<file path="src/rtl/rv64g_l1_line_xfer_pkg.sv">
// Shared encodings for the L1 line-transfer sequencer: MESI states, command
// opcodes and FSM states.
package rv64g_l1_line_xfer_pkg;

    localparam int INDEX_W_DEF        = 5;
    localparam int TAG_W_DEF          = 53;
    localparam int WORDS_PER_LINE_DEF = 8;
    localparam int WAY_W              = 3;

    typedef enum logic [1:0] {
        MESI_N = 2'b00,
        MESI_S = 2'b01,
        MESI_E = 2'b10,
        MESI_M = 2'b11
    } mesi_e;

    localparam logic XFER_OP_FILL  = 1'b0;
    localparam logic XFER_OP_EVICT = 1'b1;

    typedef enum logic [2:0] {
        XFER_IDLE,
        XFER_FILL,
        XFER_FILL_TAG,
        XFER_EVICT,
        XFER_EVICT_INV
    } xfer_state_e;

endpackage

</file>
<file path="src/rtl/rv64g_l1_line_xfer_if.sv">
// Command, refill, writeback and SRAM-bank signals of the line-transfer
// sequencer; slave is the sequencer side, master the controller/bank side.
interface rv64g_l1_line_xfer_if
    import rv64g_l1_line_xfer_pkg::*;
#(
    parameter int INDEX_W = INDEX_W_DEF,
    parameter int TAG_W   = TAG_W_DEF
);

    logic               cmd_valid_i;
    logic               cmd_ready_o;
    logic               cmd_op_i;
    logic [INDEX_W-1:0] cmd_index_i;
    logic [WAY_W-1:0]   cmd_way_i;
    logic [TAG_W-1:0]   cmd_tag_i;
    logic [1:0]         cmd_state_i;

    logic               fill_valid_i;
    logic               fill_ready_o;
    logic [63:0]        fill_data_i;

    logic               wb_valid_o;
    logic               wb_ready_i;
    logic [63:0]        wb_data_o;
    logic               wb_last_o;

    logic               done_o;
    logic               busy_o;

    logic               bank_req_o;
    logic               bank_we_o;
    logic               bank_tag_we_o;
    logic [INDEX_W-1:0] bank_index_o;
    logic [2:0]         bank_word_o;
    logic [WAY_W-1:0]   bank_way_o;
    logic [7:0]         bank_be_o;
    logic [63:0]        bank_wdata_o;
    logic [TAG_W-1:0]   bank_tag_o;
    logic [1:0]         bank_state_o;
    logic [63:0]        bank_rdata_i;

    modport slave (
        input  cmd_valid_i, cmd_op_i, cmd_index_i, cmd_way_i, cmd_tag_i, cmd_state_i,
        input  fill_valid_i, fill_data_i, wb_ready_i, bank_rdata_i,
        output cmd_ready_o, fill_ready_o, wb_valid_o, wb_data_o, wb_last_o,
        output done_o, busy_o, bank_req_o, bank_we_o, bank_tag_we_o, bank_index_o,
        output bank_word_o, bank_way_o, bank_be_o, bank_wdata_o, bank_tag_o, bank_state_o
    );

    modport master (
        output cmd_valid_i, cmd_op_i, cmd_index_i, cmd_way_i, cmd_tag_i, cmd_state_i,
        output fill_valid_i, fill_data_i, wb_ready_i, bank_rdata_i,
        input  cmd_ready_o, fill_ready_o, wb_valid_o, wb_data_o, wb_last_o,
        input  done_o, busy_o, bank_req_o, bank_we_o, bank_tag_we_o, bank_index_o,
        input  bank_word_o, bank_way_o, bank_be_o, bank_wdata_o, bank_tag_o, bank_state_o
    );

endinterface

</file>
<file path="src/rtl/rv64g_l1_line_xfer_ctr.sv">
// Word counter for one line transfer, with a flag on the final word.
module rv64g_l1_line_xfer_ctr #(
    parameter  int WORDS_PER_LINE = 8,
    localparam int CTR_W          = $clog2(WORDS_PER_LINE)
) (
    input  logic             clk_i,
    input  logic             rst_i,
    input  logic             clr_i,
    input  logic             inc_i,
    output logic [CTR_W-1:0] cnt_o,
    output logic             last_o
);

    localparam logic [CTR_W-1:0] CTR_LAST = CTR_W'(WORDS_PER_LINE - 1);

    always_ff @(posedge clk_i or posedge rst_i) begin
        if (rst_i) begin
            cnt_o <= '0;
        end else if (clr_i) begin
            cnt_o <= '0;
        end else if (inc_i) begin
            cnt_o <= cnt_o + 1'b1;
        end
    end

    assign last_o = (cnt_o == CTR_LAST);

endmodule

</file>
<file path="src/rtl/rv64g_l1_line_xfer.sv">
// Line-transfer sequencer on the single R/W port of one L1 SRAM bank:
// fills stream refill words in then write tag/state, evicts stream words out then invalidate.
module rv64g_l1_line_xfer
    import rv64g_l1_line_xfer_pkg::*;
#(
    parameter int INDEX_W        = INDEX_W_DEF,
    parameter int TAG_W          = TAG_W_DEF,
    parameter int WORDS_PER_LINE = WORDS_PER_LINE_DEF
) (
    input logic                  clk_i,
    input logic                  rst_i,
    rv64g_l1_line_xfer_if.slave  bus
);

    localparam int CTR_W = $clog2(WORDS_PER_LINE);

    xfer_state_e        state_q, state_d;
    logic [CTR_W-1:0]   ctr;
    logic               ctr_last;
    logic               ctr_clr;
    logic               ctr_inc;
    logic               accept;
    logic [INDEX_W-1:0] index_q;
    logic [WAY_W-1:0]   way_q;
    logic [TAG_W-1:0]   tag_q;
    logic [1:0]         mesi_q;

    rv64g_l1_line_xfer_ctr #(
        .WORDS_PER_LINE (WORDS_PER_LINE)
    ) u_ctr (
        .clk_i  (clk_i),
        .rst_i  (rst_i),
        .clr_i  (ctr_clr),
        .inc_i  (ctr_inc),
        .cnt_o  (ctr),
        .last_o (ctr_last)
    );

    always_ff @(posedge clk_i or posedge rst_i) begin
        if (rst_i) begin
            state_q <= XFER_IDLE;
            index_q <= '0;
            way_q   <= '0;
            tag_q   <= '0;
            mesi_q  <= '0;
        end else begin
            state_q <= state_d;
            if (accept) begin
                index_q <= bus.cmd_index_i;
                way_q   <= bus.cmd_way_i;
                tag_q   <= bus.cmd_tag_i;
                mesi_q  <= bus.cmd_state_i;
            end
        end
    end

    assign bus.bank_index_o = index_q;
    assign bus.bank_way_o   = way_q;

    always_comb begin
        state_d           = state_q;
        accept            = 1'b0;
        ctr_clr           = 1'b0;
        ctr_inc           = 1'b0;
        bus.cmd_ready_o   = 1'b0;
        bus.fill_ready_o  = 1'b0;
        bus.wb_valid_o    = 1'b0;
        bus.wb_data_o     = '0;
        bus.wb_last_o     = 1'b0;
        bus.done_o        = 1'b0;
        bus.busy_o        = 1'b1;
        bus.bank_req_o    = 1'b0;
        bus.bank_we_o     = 1'b0;
        bus.bank_tag_we_o = 1'b0;
        bus.bank_word_o   = '0;
        bus.bank_be_o     = '0;
        bus.bank_wdata_o  = '0;
        bus.bank_tag_o    = '0;
        bus.bank_state_o  = MESI_N;

        unique case (state_q)
            XFER_IDLE: begin
                bus.cmd_ready_o = 1'b1;
                bus.busy_o      = 1'b0;
                if (bus.cmd_valid_i) begin
                    accept  = 1'b1;
                    ctr_clr = 1'b1;
                    state_d = (bus.cmd_op_i == XFER_OP_EVICT) ? XFER_EVICT : XFER_FILL;
                end
            end
            XFER_FILL: begin
                bus.fill_ready_o = 1'b1;
                bus.bank_req_o   = bus.fill_valid_i;
                bus.bank_we_o    = bus.fill_valid_i;
                bus.bank_be_o    = '1;
                bus.bank_wdata_o = bus.fill_data_i;
                bus.bank_word_o  = ctr;
                // Exit decoded on the last word; counter is cleared rather than wrapped.
                if (bus.fill_valid_i) begin
                    if (ctr_last) begin
                        ctr_clr = 1'b1;
                        state_d = XFER_FILL_TAG;
                    end else begin
                        ctr_inc = 1'b1;
                    end
                end
            end
            XFER_FILL_TAG: begin
                bus.bank_req_o    = 1'b1;
                bus.bank_tag_we_o = 1'b1;
                bus.bank_tag_o    = tag_q;
                bus.bank_state_o  = mesi_q;
                bus.done_o        = 1'b1;
                state_d           = XFER_IDLE;
            end
            XFER_EVICT: begin
                // Read data is combinational from the held address, so it stays stable under backpressure.
                bus.bank_word_o = ctr;
                bus.wb_valid_o  = 1'b1;
                bus.wb_data_o   = bus.bank_rdata_i;
                bus.wb_last_o   = ctr_last;
                if (bus.wb_ready_i) begin
                    if (ctr_last) begin
                        ctr_clr = 1'b1;
                        state_d = XFER_EVICT_INV;
                    end else begin
                        ctr_inc = 1'b1;
                    end
                end
            end
            XFER_EVICT_INV: begin
                bus.bank_req_o    = 1'b1;
                bus.bank_tag_we_o = 1'b1;
                bus.bank_tag_o    = tag_q;
                bus.bank_state_o  = MESI_N;
                bus.done_o        = 1'b1;
                state_d           = XFER_IDLE;
            end
            default: state_d = XFER_IDLE;
        endcase
    end

endmodule

</file>
<file path="src/flat_wrapper.sv">
// flat-port wrapper written by rule: the top's interface ports become plain ports
module rv64g_l1_line_xfer_flat import rv64g_l1_line_xfer_pkg::*;
#(
    parameter int INDEX_W        = INDEX_W_DEF,
    parameter int TAG_W          = TAG_W_DEF,
    parameter int WORDS_PER_LINE = WORDS_PER_LINE_DEF
)
  (clk_i, rst_i, bus_cmd_valid_i, bus_cmd_op_i, bus_cmd_index_i, bus_cmd_way_i, bus_cmd_tag_i, bus_cmd_state_i, bus_fill_valid_i, bus_fill_data_i, bus_wb_ready_i, bus_bank_rdata_i, bus_cmd_ready_o, bus_fill_ready_o, bus_wb_valid_o, bus_wb_data_o, bus_wb_last_o, bus_done_o, bus_busy_o, bus_bank_req_o, bus_bank_we_o, bus_bank_tag_we_o, bus_bank_index_o, bus_bank_word_o, bus_bank_way_o, bus_bank_be_o, bus_bank_wdata_o, bus_bank_tag_o, bus_bank_state_o);
  rv64g_l1_line_xfer_if #(.INDEX_W(INDEX_W), .TAG_W(TAG_W)) bus_i ();
  input logic clk_i;
  input logic rst_i;
  input wire logic [$bits(bus_i.cmd_valid_i)-1:0] bus_cmd_valid_i;
  input wire logic [$bits(bus_i.cmd_op_i)-1:0] bus_cmd_op_i;
  input wire logic [$bits(bus_i.cmd_index_i)-1:0] bus_cmd_index_i;
  input wire logic [$bits(bus_i.cmd_way_i)-1:0] bus_cmd_way_i;
  input wire logic [$bits(bus_i.cmd_tag_i)-1:0] bus_cmd_tag_i;
  input wire logic [$bits(bus_i.cmd_state_i)-1:0] bus_cmd_state_i;
  input wire logic [$bits(bus_i.fill_valid_i)-1:0] bus_fill_valid_i;
  input wire logic [$bits(bus_i.fill_data_i)-1:0] bus_fill_data_i;
  input wire logic [$bits(bus_i.wb_ready_i)-1:0] bus_wb_ready_i;
  input wire logic [$bits(bus_i.bank_rdata_i)-1:0] bus_bank_rdata_i;
  output wire logic [$bits(bus_i.cmd_ready_o)-1:0] bus_cmd_ready_o;
  output wire logic [$bits(bus_i.fill_ready_o)-1:0] bus_fill_ready_o;
  output wire logic [$bits(bus_i.wb_valid_o)-1:0] bus_wb_valid_o;
  output wire logic [$bits(bus_i.wb_data_o)-1:0] bus_wb_data_o;
  output wire logic [$bits(bus_i.wb_last_o)-1:0] bus_wb_last_o;
  output wire logic [$bits(bus_i.done_o)-1:0] bus_done_o;
  output wire logic [$bits(bus_i.busy_o)-1:0] bus_busy_o;
  output wire logic [$bits(bus_i.bank_req_o)-1:0] bus_bank_req_o;
  output wire logic [$bits(bus_i.bank_we_o)-1:0] bus_bank_we_o;
  output wire logic [$bits(bus_i.bank_tag_we_o)-1:0] bus_bank_tag_we_o;
  output wire logic [$bits(bus_i.bank_index_o)-1:0] bus_bank_index_o;
  output wire logic [$bits(bus_i.bank_word_o)-1:0] bus_bank_word_o;
  output wire logic [$bits(bus_i.bank_way_o)-1:0] bus_bank_way_o;
  output wire logic [$bits(bus_i.bank_be_o)-1:0] bus_bank_be_o;
  output wire logic [$bits(bus_i.bank_wdata_o)-1:0] bus_bank_wdata_o;
  output wire logic [$bits(bus_i.bank_tag_o)-1:0] bus_bank_tag_o;
  output wire logic [$bits(bus_i.bank_state_o)-1:0] bus_bank_state_o;
  assign bus_i.cmd_valid_i = bus_cmd_valid_i;
  assign bus_i.cmd_op_i = bus_cmd_op_i;
  assign bus_i.cmd_index_i = bus_cmd_index_i;
  assign bus_i.cmd_way_i = bus_cmd_way_i;
  assign bus_i.cmd_tag_i = bus_cmd_tag_i;
  assign bus_i.cmd_state_i = bus_cmd_state_i;
  assign bus_i.fill_valid_i = bus_fill_valid_i;
  assign bus_i.fill_data_i = bus_fill_data_i;
  assign bus_i.wb_ready_i = bus_wb_ready_i;
  assign bus_i.bank_rdata_i = bus_bank_rdata_i;
  assign bus_cmd_ready_o = bus_i.cmd_ready_o;
  assign bus_fill_ready_o = bus_i.fill_ready_o;
  assign bus_wb_valid_o = bus_i.wb_valid_o;
  assign bus_wb_data_o = bus_i.wb_data_o;
  assign bus_wb_last_o = bus_i.wb_last_o;
  assign bus_done_o = bus_i.done_o;
  assign bus_busy_o = bus_i.busy_o;
  assign bus_bank_req_o = bus_i.bank_req_o;
  assign bus_bank_we_o = bus_i.bank_we_o;
  assign bus_bank_tag_we_o = bus_i.bank_tag_we_o;
  assign bus_bank_index_o = bus_i.bank_index_o;
  assign bus_bank_word_o = bus_i.bank_word_o;
  assign bus_bank_way_o = bus_i.bank_way_o;
  assign bus_bank_be_o = bus_i.bank_be_o;
  assign bus_bank_wdata_o = bus_i.bank_wdata_o;
  assign bus_bank_tag_o = bus_i.bank_tag_o;
  assign bus_bank_state_o = bus_i.bank_state_o;
  rv64g_l1_line_xfer #(.INDEX_W(INDEX_W), .TAG_W(TAG_W), .WORDS_PER_LINE(WORDS_PER_LINE)) u_core (.clk_i(clk_i), .rst_i(rst_i), .bus(bus_i));
endmodule
</file>
<file path="config.mk">
export PLATFORM = sky130hd
export DESIGN_NAME = rv64g_l1_line_xfer_flat
export DESIGN_NICKNAME = d
export VERILOG_FILES = /design/src/rtl/rv64g_l1_line_xfer_pkg.sv /design/src/rtl/rv64g_l1_line_xfer_if.sv /design/src/rtl/rv64g_l1_line_xfer_ctr.sv /design/src/rtl/rv64g_l1_line_xfer.sv /design/src/flat_wrapper.sv
export SDC_FILE = /design/constraint.sdc
export NUM_CORES = 1
export LEC_CHECK = 0
export CELL_PAD_IN_SITES_DETAIL_PLACEMENT = 0
export CELL_PAD_IN_SITES_GLOBAL_PLACEMENT = 2
export CORE_MARGIN = 2
export CORE_UTILIZATION = 13
export CTS_CLUSTER_DIAMETER = 120
export DETAILED_ROUTE_END_ITERATION = 12
export HOLD_SLACK_MARGIN = 0.12
export PLACE_DENSITY_LB_ADDON = 0.1
export SYNTH_ARGS = -nofsm -noshare
export SYNTH_HDL_FRONTEND = slang
export SYNTH_SLANG_ARGS = --single-unit
export TNS_END_PERCENT = 5
</file>
<file path="constraint.sdc">
create_clock -name clk_i -period 2.5 [get_ports clk_i]
set_clock_uncertainty 0.2 [all_clocks]
set_input_delay 0.625 -clock clk_i [delete_from_list [all_inputs] [get_ports clk_i]]
set_output_delay 0.625 -clock clk_i [all_outputs]
set_load 0.01 [all_outputs]
</file>
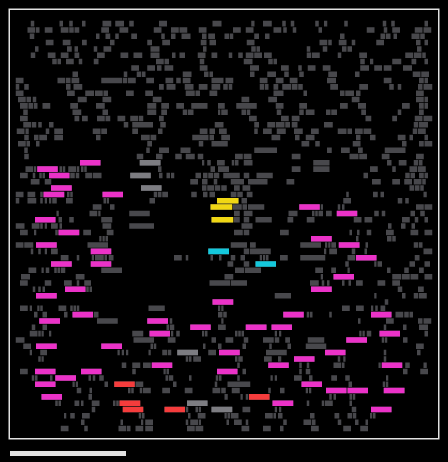
Figure 1: where the registers sit.
Bar = 50 µm. Other sequential cells in the stronger gray, the rest of the logic in the fainter gray.
legend:
  u_core.state_q:
    color: yellow
    sequential_cells: 3
  u_core.tag_q:
    color: magenta
    sequential_cells: 53
  u_core.bus.bank_index_o:
    color: red
    sequential_cells: 5
  u_core.mesi_q:
    color: cyan
    sequential_cells: 2
not colored: 6

==> Changelog: implementation <==
## Implementation

- Final worst slack: -0.1625 ns
- Reg2reg end: u_core.bus.bank_index_o[3]
- Worst EP arrival: 1.84 ns
- Count leader, synth: nand2_1
- Setup TNS: -9.269 ns
- Yosys warnings: 0
- Fin. Hold Viols: 0
- Largest Pwr Group: combinational logic
- Failing checks: negative setup slack
- Top Layout Cells: 204 x clkdlybuf4s50_1, 190 x nand2_1, 121 x and3_1, 117 x buf_2
- Status: complete, but fails checks
- Tool warnings: 28
- Setup Buffers After CTS: 6
- Max IR drop VDD: approximately 0.27 mV
- Hold path cells: 2
- Flop pwr share: 23.2%
- Setup violators final: 125
- Die width: between 150 and 200 µm
- CP Max Fanout: 18
- Register area share after synthesis: 40.99%
- Hold buffer count at cts: 0
- Clock Power: 1.46 mW
- Top-area cell share: 40.99%
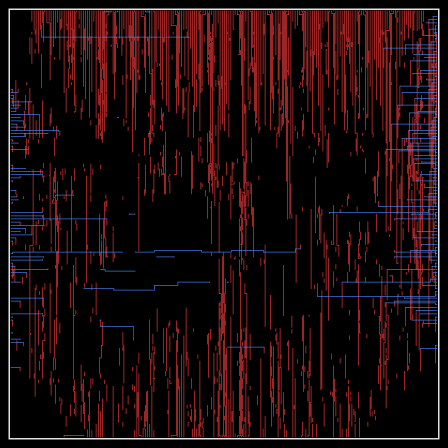
Figure 2: wiring by layer.
Only two layers are drawn.
legend:
  met2:
    color: red
    wire_length: 13,500 µm
  met3:
    color: blue
    wire_length: 1,530 µm
final wirelength: 25.37 mm
overall global routing resource usage: 13.60%
via count: 5,217

[logic make-up (layout without fill, tap and decap cells)]
kind of cell,count (synthesis),after routing,synth area share [%]
AND-OR/OR-AND,10,10,1.366
XOR/XNOR,1,1,0.2079
adder cells (fa/ha/maj),2,2,0.5939
buffers and inverters,64,486,8.613
flip-flops,69,69,40.99
multiplexers,2,2,0.5049
AND/OR/NAND/NOR,397,397,47.73
[registers in the layout, indices dropped and copies added (netlist names)]
signal                   count
u_core.tag_q                53
u_core.bus.bank_index_o      5
u_core.bus.bank_way_o        3
u_core.state_q               3
u_core.u_ctr.cnt_o           3
u_core.mesi_q                2
[routing by layer]
metal	vias up	wire length, µm	track usage (%)
met4	2	283	3.072
met3	20	1533	3.764
met5	-	14	0
met2	183	13550	25.18
met1	2418	9987	15.42
li1	2594	-	-
Power figures rest on the tool's default switching activity, not on a simulated workload.
